==> config.mk <==
export PLATFORM = sky130hd
export DESIGN_NAME = rr_arb8
export DESIGN_NICKNAME = d
export VERILOG_FILES = /design/src/rtl/rr_arb8.sv
export SDC_FILE = /design/constraint.sdc
export NUM_CORES = 1
export LEC_CHECK = 0
export ABC_AREA = 1
export CORE_UTILIZATION = 56
export CTS_BUF_LIST = sky130_fd_sc_hd__clkbuf_4 sky130_fd_sc_hd__clkbuf_8
export DETAILED_ROUTE_END_ITERATION = 6
export PLACE_DENSITY_LB_ADDON = 0.25
export SLEW_MARGIN = 25
export SYNTH_ARGS = -nofsm -noshare
export SYNTH_HDL_FRONTEND = slang
export SYNTH_SLANG_ARGS = --single-unit
==> constraint.sdc <==
create_clock -name clk -period 3.1 [get_ports clk]
set_input_delay 0.465 -clock clk [delete_from_list [all_inputs] [get_ports clk]]
set_output_delay 0.465 -clock clk [all_outputs]
set_load 0.03 [all_outputs]
==> src/rtl/rr_arb8.sv <==
// rr_arb8: eight-way round-robin arbiter with a registered one-hot grant and an encoded index.
// Define RR_ARB8_TIMEOUT_EN to force rotation after HOLD_MAX contested cycles.
module rr_arb8 #(
    parameter int unsigned HOLD_MAX = 16
) (
    input  logic       clk,
    input  logic       rst_n,
    input  logic [7:0] req,
    output logic [7:0] gnt,
    output logic       gnt_valid,
    output logic [2:0] gnt_idx
);

    localparam int unsigned N  = 8;
    localparam int unsigned IW = 3;
    localparam int unsigned CW = 8;

    if (HOLD_MAX < 1 || HOLD_MAX > 255) begin : g_bad_hold_max
        $error("rr_arb8: HOLD_MAX out of range 1..255");
    end

    typedef enum logic {IDLE, BUSY} state_t;

    state_t        state, state_nx;
    logic [IW-1:0] ptr, ptr_nx;
    logic [N-1:0]  gnt_nx;
    logic [IW-1:0] idx_nx;
    logic          valid_nx;

    logic [N-1:0]  cand;
    logic          cand_any;
    logic [IW-1:0] win;
    logic          forced;

`ifdef RR_ARB8_TIMEOUT_EN
    localparam logic [CW-1:0] HOLD_LIM  = CW'(HOLD_MAX);
    localparam logic [CW-1:0] HOLD_LAST = CW'(HOLD_MAX - 1);

    logic [CW-1:0] hold_cnt, hold_nx;

    // Owner has been visible for HOLD_MAX cycles by this edge and someone else is waiting.
    assign forced = (hold_cnt >= HOLD_LAST) && cand_any;
`else
    assign forced = 1'b0;
`endif

    // First pending non-owner request at or after ptr, wrapping modulo 8.
    always_comb begin
        logic [IW-1:0] probe;
        cand     = req & ~gnt;
        cand_any = |cand;
        win      = ptr;
        probe    = ptr;
        for (int i = N - 1; i >= 0; i--) begin
            probe = ptr + IW'(i);
            if (cand[probe]) begin
                win = probe;
            end
        end
    end

    always_comb begin
        logic take;
        take     = 1'b0;
        state_nx = state;
        ptr_nx   = ptr;
        gnt_nx   = gnt;
        idx_nx   = gnt_idx;
        valid_nx = gnt_valid;
`ifdef RR_ARB8_TIMEOUT_EN
        hold_nx  = hold_cnt;
`endif
        case (state)
            IDLE: begin
                take = cand_any;
            end
            BUSY: begin
                if (!req[gnt_idx] || forced) begin
                    if (cand_any) begin
                        take = 1'b1;
                    end else begin
                        state_nx = IDLE;
                        gnt_nx   = '0;
                        valid_nx = 1'b0;
                    end
                end else begin
`ifdef RR_ARB8_TIMEOUT_EN
                    if (hold_cnt < HOLD_LIM) begin
                        hold_nx = hold_cnt + CW'(1);
                    end
`endif
                end
            end
            default: begin
                state_nx = IDLE;
            end
        endcase
        if (take) begin
            state_nx = BUSY;
            gnt_nx   = N'(1) << win;
            idx_nx   = win;
            valid_nx = 1'b1;
            ptr_nx   = win + IW'(1);
`ifdef RR_ARB8_TIMEOUT_EN
            hold_nx  = '0;
`endif
        end
    end

    always_ff @(posedge clk or negedge rst_n) begin
        if (!rst_n) begin
            state     <= IDLE;
            ptr       <= '0;
            gnt       <= '0;
            gnt_idx   <= '0;
            gnt_valid <= 1'b0;
`ifdef RR_ARB8_TIMEOUT_EN
            hold_cnt  <= '0;
`endif
        end else begin
            state     <= state_nx;
            ptr       <= ptr_nx;
            gnt       <= gnt_nx;
            gnt_idx   <= idx_nx;
            gnt_valid <= valid_nx;
`ifdef RR_ARB8_TIMEOUT_EN
            hold_cnt  <= hold_nx;
`endif
        end
    end

endmodule

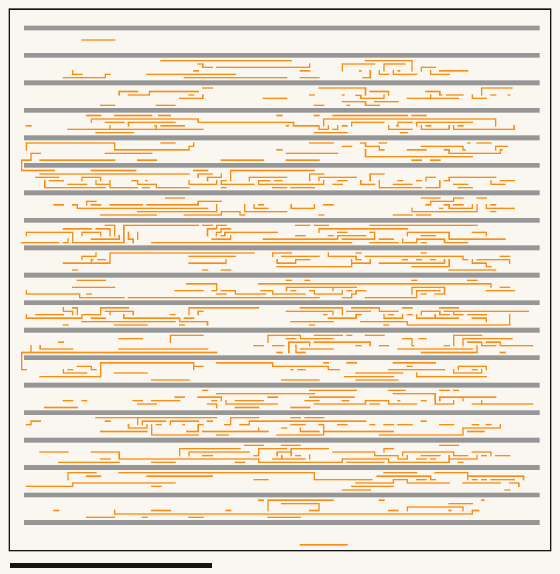
(M1 wires)
Bar = 20 microns. Supply wires on this layer in gray.
share of all routed wire: 48%
wire length on this layer: 1,690 microns
nets with wire on the layer: 250
met1 global-route usage: 0.359
routed vias: 1,451
final WL: 3.49 mm

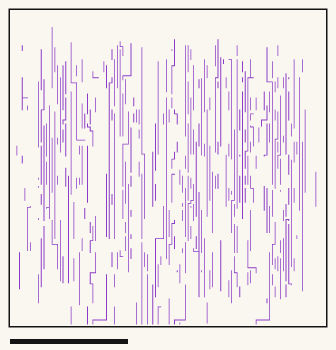
(the metal 2 layer)
Bar = 20 microns.
main direction: vertical
share of all routed wire: 48%

==> out/results.tsv <==
metric	value	unit
outcome	finished clean	
fp util	0.593	
Synth Area per Inst	6.50	sq um
worst r2r path cells	20	
final instance area	0.00176	sq mm
Max clock buf depth	2	
Synth Seq Share	0.270	
reg2reg start	ptr[1]	
DP Wirelength	2.83	mm
largest net degree at the start of global routing	17	
core area	0.00250	sq mm
Iteration-0 DRC Markers	37	
Final Max Tran Viols	0	
Setup Slack @ Placement	0.0119	ns
number of max-cap violations	0	
RSZ-0062 raised after global routing	false	
final cell count without fillers	280	
Synth Cell Area	0.00148	sq mm
Max FO, Critical Path	3	
hold endpoint	gnt_valid	
Pre-antenna DRT Iters	4	
area reported by Yosys stat	0.00148	sq mm
Slew @ Worst Pin	0.685	ns
cycle use final	0.888	
Registers, synthesis	16	
tool warnings	30	
dominant cell type by area after synthesis	dfrtp_1	
Top cells by area	dfrtp_1 27%, nand2_1 21%, nand3_1 7.8%	
Cell variety after synth	30	
CTS tree	built	
slew margin rel.	0.542	
setup violators final	0	
CP max stage delay	0.50	ns
critical path capture point type	register	
Max Clock Skew	0.00365	ns
Max Fclk	363	MHz
htree depth	1	
critical path class	in2reg	
DR vias/cell	5.18	
Cell Count Post-Placement	276	
setup slack, reg-to-reg	0.36	ns
GP Congestion	0.864	
Critical-path top delay cell	clkdlybuf4s50_1	
Top-area cell share	0.270	
antenna violations before repair	0	
final hold vios	0	
width of the die	53.5	microns
cell count listed in synth_stat.txt	228	
hold path start	gnt_valid	
Critical Path RT	3.25	ns
Setup WS post-layout	0.347	ns
Congestion Overflow GR	0	
CTS Sinks	16	
crit path cell chain	clkdlybuf4s50_1 > inv_1 > nor2_2 > nand2_1 > nand3_1 > nand3_1 > nand2_1 > o21ai_0 > o21ai_1 > nand2_1 > nand2_1 > nand2_1 > nand2_1 > nand2_1 > nand2_1 > inv_1 > ha_1 > ha_1 > nand2_1 > o21ai_0	
YS warnings	0	
CP Launch Type	input pin	
Mapped Cells	228	
most frequent CP cell	nand2_1	
die y size	53.5	microns
hold buffers post-CTS	0	
hold-critical path depth	2	
Final TNS setup	0	ns
row count	18	
Final min period	2.75	ns
Placed Instance Area	0.00171	sq mm
Area Overhead vs Synth	18.6	%
top-level I/O count	22	
Reg clk slew, reported paths	0.09	ns
worst r2r dst	ptr[2]	
Latency at later pin	0.28	ns
CP arrival	2.90	ns
Post-Syn Nets	245	
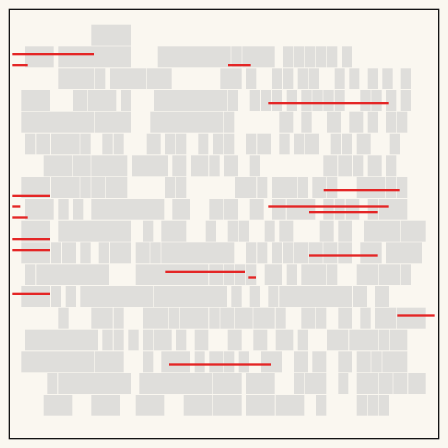
(met3 routing)
Cells faint in the background.
nets with wire on the layer: 16
main direction: horizontal
share of all routed wire: 3.3%
longest straight run: 14.7 microns
wire length on this layer: 116 microns

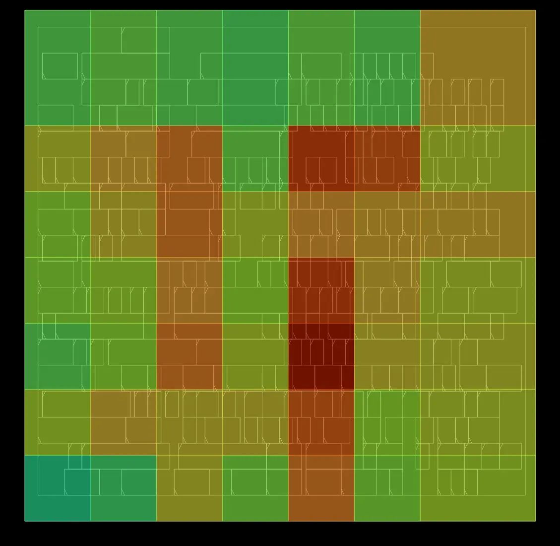
(routing congestion map)
final core occ: 0.704
gr usage total: 0.275
routed len/inst: 12.4 microns

-- cells by family after synthesis --
family | count (synthesis) | share of synthesized area
compound gates | 34 | 0.140
xor+xnor | 3 | 0.0177
fa+ha+maj | 7 | 0.0591
buf+inv | 39 | 0.116
flops | 16 | 0.270
mux | 1 | 0.00675
simple gates | 128 | 0.391
-- cell type report --
| class | count | area (sq um) |
|---|---|---|
| inverters | 33 | 126 |
| well taps | 30 | 37.5 |
| clock buffers | 4 | 36.3 |
| flip-flops and latches | 16 | 400 |
| repair buffers | 24 | 233 |
| multi-input cells | 173 | 926 |
| fillers | 235 | 741 |
-- Yosys cell counts, drive strengths merged --
cell     n
a22o     1
mux2i    1
nor3b    1
a21oi    8
o211ai   5
dfrtp   16
o21ai   18
o21a     1
xnor2    1
buf      6
inv     33
nor4     1
ha       7
nand3   29
and2     1
nand3b   1
nand2   88
a21o     1
nor2     7
xor2     2
-- routing by layer --
| layer | vias to the layer above | GRT usage | wire [microns] | share of wire |
|---|---|---|---|---|
| met2 | 28 | 0.485 | 1660 | 0.48 |
| met3 | 2 | 0.0115 | 116 | 0.033 |
| met4 | 0 | 0.0746 | 26 | 0.0075 |
| li1 | 772 | - | - | - |
| met5 | - | 0 | 0 | 0 |
| met1 | 649 | 0.359 | 1690 | 0.48 |
-- critical path, delay by kind of cell --
family                     cells  cell delay [ns]
buffers and inverters          3             0.64
AOI/OAI and AO/OA              3             0.29
adders and majority gates      2             0.50
and+or+nand+nor               12             1.01
-- placed cells by master, fill, tap and decap left out, types with 2 or more instances in the layout --
cell type	n
clkbuf_4	3
o21ai_1	6
o211ai_1	4
o21ai_2	3
nand2_2	5
inv_1	30
nand3_2	6
nor2_1	6
a21oi_1	8
dfrtp_1	16
xor2_1	2
ha_1	6
clkdlybuf4s50_1	21
buf_4	3
o21ai_0	9
inv_2	2
nand3_1	23
nand2_1	82
-- through the flow --
stage / util / hold slack [ns]
2_1_floorplan: - / 0.169
3_3_place_gp: 0.683 / 0.469
3_5_place_dp: 0.683 / 0.481
4_1_cts: 0.698 / 0.504
5_1_grt: 0.704 / 0.543
6_report: 0.704 / 0.503
-- sequential cells by signal (all words and copies together) (netlist names) --
| name | cells |
|---|---|
| gnt | 8 |
| state | 1 |
| ptr | 3 |
| gnt_idx | 3 |
| gnt_valid | 1 |
-- repair_timing --
item	4_1_cts	5_1_grt
setup buffers	0	0
resized	0	2
endpoints found under the setup margin	0	2
endpoints found under the hold margin	0	0
-- worst max-delay path by stage --
stage | startpoint | end | cells after the start
6_report | req[6] | ptr[2] | 20
5_1_grt | req[4] | ptr[2] | 20
4_1_cts | ptr[1] | ptr[2] | 17
3_5_place_dp | req[6] | ptr[2] | 20
3_3_place_gp | req[6] | ptr[2] | 20
2_1_floorplan | ptr[0] | ptr[2] | 22
